`src/rtl/fft_peak_detect.sv`:
```
// fft_peak_detect: per-frame |X[k]|^2 peak finder on the serial FFT bin stream.
// Define FFT_PEAK_SUM_EN to add the frame_energy output (sum of all bin powers).
module fft_peak_detect #(
    parameter int DW   = 24,
    parameter int NPTS = 8,
    parameter int IDXW = 3,
    parameter int PW   = 2*DW+1
) (
    input  logic            clk,
    input  logic            reset,
    input  logic            in_valid,
    input  logic            in_first,
    input  logic [DW-1:0]   in_real,
    input  logic [DW-1:0]   in_imag,
    output logic            peak_valid,
    input  logic            peak_ready,
    output logic [IDXW-1:0] peak_idx,
    output logic [PW-1:0]   peak_pow,
    output logic            overrun,
    output logic [7:0]      resync_cnt
`ifdef FFT_PEAK_SUM_EN
    ,
    output logic [PW+IDXW-1:0] frame_energy
`endif
);
    localparam logic [IDXW-1:0] LAST = IDXW'(NPTS-1);
    localparam int EW = PW+IDXW;

    typedef enum logic {SYNC, ACCUM} state_t;

    state_t r_state, w_state_nxt;
    logic [IDXW-1:0] r_cnt, w_cnt_nxt, w_tag;
    logic w_accept, w_abort;

    always_ff @(posedge clk or posedge reset)
        if (reset) begin
            r_state <= SYNC;
            r_cnt   <= '0;
        end else begin
            r_state <= w_state_nxt;
            r_cnt   <= w_cnt_nxt;
        end

    // After the last bin the counter sits at 0 in ACCUM: only in_first may follow.
    always_comb begin
        w_state_nxt = r_state;
        w_cnt_nxt   = r_cnt;
        w_tag       = r_cnt;
        w_accept    = 1'b0;
        w_abort     = 1'b0;
        if (in_valid) begin
            if (in_first) begin
                w_state_nxt = ACCUM;
                w_cnt_nxt   = IDXW'(1);
                w_tag       = '0;
                w_accept    = 1'b1;
                w_abort     = (r_state == ACCUM) && (r_cnt != '0);
            end else if (r_state == ACCUM && r_cnt != '0) begin
                w_cnt_nxt = r_cnt + 1'b1;
                w_accept  = 1'b1;
            end else begin
                w_state_nxt = SYNC;
            end
        end
    end

    logic signed [2*DW-1:0] w_re_x, w_im_x;
    assign w_re_x = (2*DW)'($signed(in_real));
    assign w_im_x = (2*DW)'($signed(in_imag));

    logic [2*DW-1:0] r_re2, r_im2;
    logic [IDXW-1:0] r_tag1, r_tag2, r_idx;
    logic [PW-1:0]   r_pow2, r_max;
    logic [EW-1:0]   r_energy;
    logic            r_v1, r_v2, r_last;
    logic            w_keep1, w_keep2;

    // An abort kills the partial frame; a previous frame's last bin may still be in flight.
    assign w_keep1 = r_v1 && !(w_abort && r_tag1 != LAST);
    assign w_keep2 = r_v2 && !(w_abort && r_tag2 != LAST);

    always_ff @(posedge clk or posedge reset)
        if (reset) begin
            r_v1     <= 1'b0;
            r_v2     <= 1'b0;
            r_last   <= 1'b0;
            r_re2    <= '0;
            r_im2    <= '0;
            r_tag1   <= '0;
            r_tag2   <= '0;
            r_pow2   <= '0;
            r_max    <= '0;
            r_idx    <= '0;
            r_energy <= '0;
        end else begin
            r_v1   <= w_accept;
            r_v2   <= w_keep1;
            r_last <= w_keep2 && r_tag2 == LAST;
            if (w_accept) begin
                r_re2  <= w_re_x * w_re_x;
                r_im2  <= w_im_x * w_im_x;
                r_tag1 <= w_tag;
            end
            if (w_keep1) begin
                r_pow2 <= PW'(r_re2) + PW'(r_im2);
                r_tag2 <= r_tag1;
            end
            if (w_keep2 && (r_tag2 == '0 || r_pow2 > r_max)) begin
                r_max <= r_pow2;
                r_idx <= r_tag2;
            end
            if (w_keep2)
                r_energy <= (r_tag2 == '0 ? '0 : r_energy) + EW'(r_pow2);
        end

    logic            r_pv, r_ovr;
    logic [IDXW-1:0] r_out_idx;
    logic [PW-1:0]   r_out_pow;
    logic [7:0]      r_resync;
`ifdef FFT_PEAK_SUM_EN
    logic [EW-1:0]   r_out_energy;
`endif

    always_ff @(posedge clk or posedge reset)
        if (reset) begin
            r_pv      <= 1'b0;
            r_ovr     <= 1'b0;
            r_out_idx <= '0;
            r_out_pow <= '0;
            r_resync  <= '0;
`ifdef FFT_PEAK_SUM_EN
            r_out_energy <= '0;
`endif
        end else begin
            r_pv  <= r_last | (r_pv & ~peak_ready);
            r_ovr <= r_ovr | (r_last & r_pv & ~peak_ready);
            if (r_last) begin
                r_out_idx <= r_idx;
                r_out_pow <= r_max;
`ifdef FFT_PEAK_SUM_EN
                r_out_energy <= r_energy;
`endif
            end
            if (w_abort && r_resync != 8'hFF)
                r_resync <= r_resync + 8'd1;
        end

    assign peak_valid = r_pv;
    assign peak_idx   = r_out_idx;
    assign peak_pow   = r_out_pow;
    assign overrun    = r_ovr;
    assign resync_cnt = r_resync;
`ifdef FFT_PEAK_SUM_EN
    assign frame_energy = r_out_energy;
`endif
endmodule

```
`config.mk`:
```
export PLATFORM = sky130hd
export DESIGN_NAME = fft_peak_detect
export DESIGN_NICKNAME = d
export VERILOG_FILES = /design/src/rtl/fft_peak_detect.sv
export SDC_FILE = /design/constraint.sdc
export NUM_CORES = 2
export LEC_CHECK = 0
export CAP_MARGIN = 10
export CORE_ASPECT_RATIO = 0.75
export CORE_MARGIN = 4
export CORE_UTILIZATION = 55
export DETAILED_ROUTE_END_ITERATION = 8
export PLACE_DENSITY = 0.78
export SLEW_MARGIN = 20
export SYNTH_ARGS = -nofsm -noshare
export SYNTH_HDL_FRONTEND = slang
export SYNTH_SLANG_ARGS = --single-unit
```
`constraint.sdc`:
```
create_clock -name clk -period 11.4 [get_ports clk]
set_clock_uncertainty 0.15 [all_clocks]
set_input_delay 1.71 -clock clk [delete_from_list [all_inputs] [get_ports clk]]
set_output_delay 1.71 -clock clk [all_outputs]
set_load 0.05 [all_outputs]
```
==> results.txt <==
Results of the flow run.

Once the floorplan was initialized, standard cells occupied 55.35% of the core. The clock passes through at most 3 buffers. The cell type that accounts for the most area after synthesis is sky130_fd_sc_hd__fa_1. The count of non-CTS inverters in the layout stands at 1412. The share of final-layout standard cells stronger than drive strength 1 stands at 3.964%. In the post-route report, total wirelength is listed as 115100 um.

Summing over every cut layer, the via total after detailed routing is 34466. Summing the areas of all xor and xnor instances in the mapped netlist gives 2.960% of the synthesized area. Signal nets in the final route climb as high as met4.

TritonCTS built the clock tree. The total congestion overflow stands at 0. The wire length of the first global-routing pass stands at 193400 um. Per the final timing report, the hold violations number 0.

In the final layout, flip-flops and latches occupy 0.006758 mm2. Sequential cells placed in the final layout were counted as 270. The worst setup path is of the in -> reg kind. The horizontal die dimension stands at 358.2 um. The routed wirelength normalized by instance count stands at 17.78 um. After floorplanning, the core was divided into 96 placement rows. Per the detail_route report, DRC violations left total 0. Entering global routing, the biggest net connects 169 pins.

The run finished with clean final reports. The largest individual stage delay along the critical path comes from the cell sky130_fd_sc_hd__clkdlybuf4s50_1.

Of the total synthesized cell area, the portion taken by full adders, half adders and majority gates is 53.54%. Routing resource usage on met1 recorded by global route was 36.22%.

The worst setup path is launched from an input port. As logged by OpenROAD, the buffers inserted on ports number 114. The number of flip-flops and latches in the synthesized netlist stands at 270.

The post-synth net total stands at 6740. The CTS report gives the tree buffer count as 23. The first TritonRoute pass finished after 7 iterations. The multi-input combinational gate total stands at 3357. Looking at the gate-level netlist, the highest instance count belongs to sky130_fd_sc_hd__inv_1.
-- critical path: cells and delay by family --
| kind | cells | cell delay, ns |
|---|---|---|
| XOR/XNOR | 1 | 0.17 |
| AND-OR/OR-AND | 8 | 1.99 |
| AND/OR/NAND/NOR | 2 | 0.82 |
| buffers and inverters | 4 | 1.52 |
| adder cells (fa/ha/maj) | 8 | 3.87 |
-- registers in the layout (all words and copies together) (netlist names), 3 cells and up --
register / count
r_pow2: 49
r_tag1: 3
r_cnt: 3
r_im2: 47
r_max: 49
r_re2: 47
r_idx: 3
r_tag2: 3
peak_pow: 49
resync_cnt: 8
peak_idx: 3
-- final timing paths --
path / from / to / slack, ns / cells past startpoint
hold reg to reg: overrun$_DFF_PP0_ / overrun$_DFF_PP0_ / 0.32 / 1
setup reg to reg: r_pow2[46]$_DFFE_PP0P_ / r_max[9]$_DFFE_PP0P_ / 6.88 / 12
min in group asynchronous: reset / resync_cnt[6]$_DFFE_PP0P_ / 1.53 / 2
hold / removal: overrun$_DFF_PP0_ / overrun$_DFF_PP0_ / 0.32 / 1
max in group asynchronous: reset / r_im2[40]$_DFFE_PP0P_ / 8.17 / 3
setup / recovery: in_real[21] / r_re2[46]$_DFFE_PP0P_ / 1.55 / 23
-- metrics by stage --
step | area, um2 | hold slack, ns | instances | utilization (%)
after floorplan | 50590 | 0.2928 | 5188 | -
after global routing | 53930 | 0.3247 | 6472 | 58.99
after detailed placement | 53120 | 0.3034 | 6432 | 58.12
after global placement | 53120 | 0.2989 | 6432 | 58.12
after CTS | 53930 | 0.3190 | 6472 | 59.00
final | 53930 | 0.3172 | 6473 | 59.00
**Sizing map**

The bar under the picture is 100 um long.
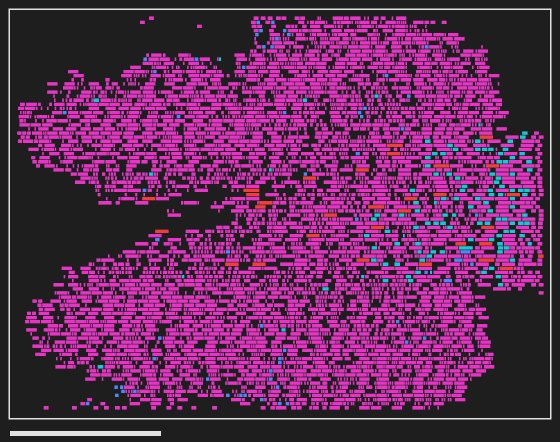
size	colour	cells
drive 2	cyan	117
drive 3 to 4	blue	60
drive 6 and up	red	31
drive 1 or less	magenta	5039

**The metal 2 layer**

Cells faint in the background.
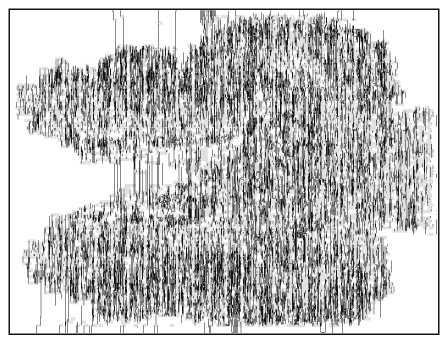
nets with wire on the layer	5911
share of all routed wire	47%
longest straight run	58.0 um

**Metal 4**

The bar under the picture is 100 um long. Cells faint in the background.
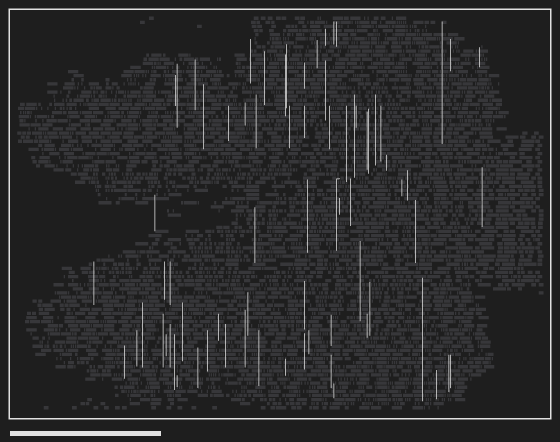
longest straight run	81.6 um
wire length on this layer	2200 um
main direction	vertical
share of all routed wire	1.9%

**Signal wires by layer**

Only two layers are drawn.
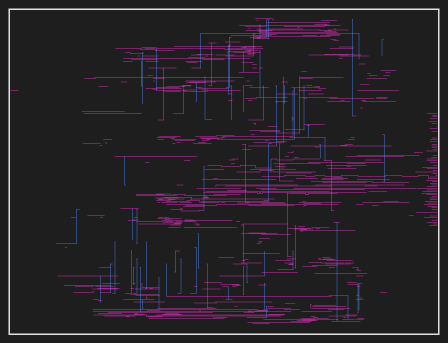
layer	colour	wire length
met4	blue	2200 um
met3	magenta	9650 um

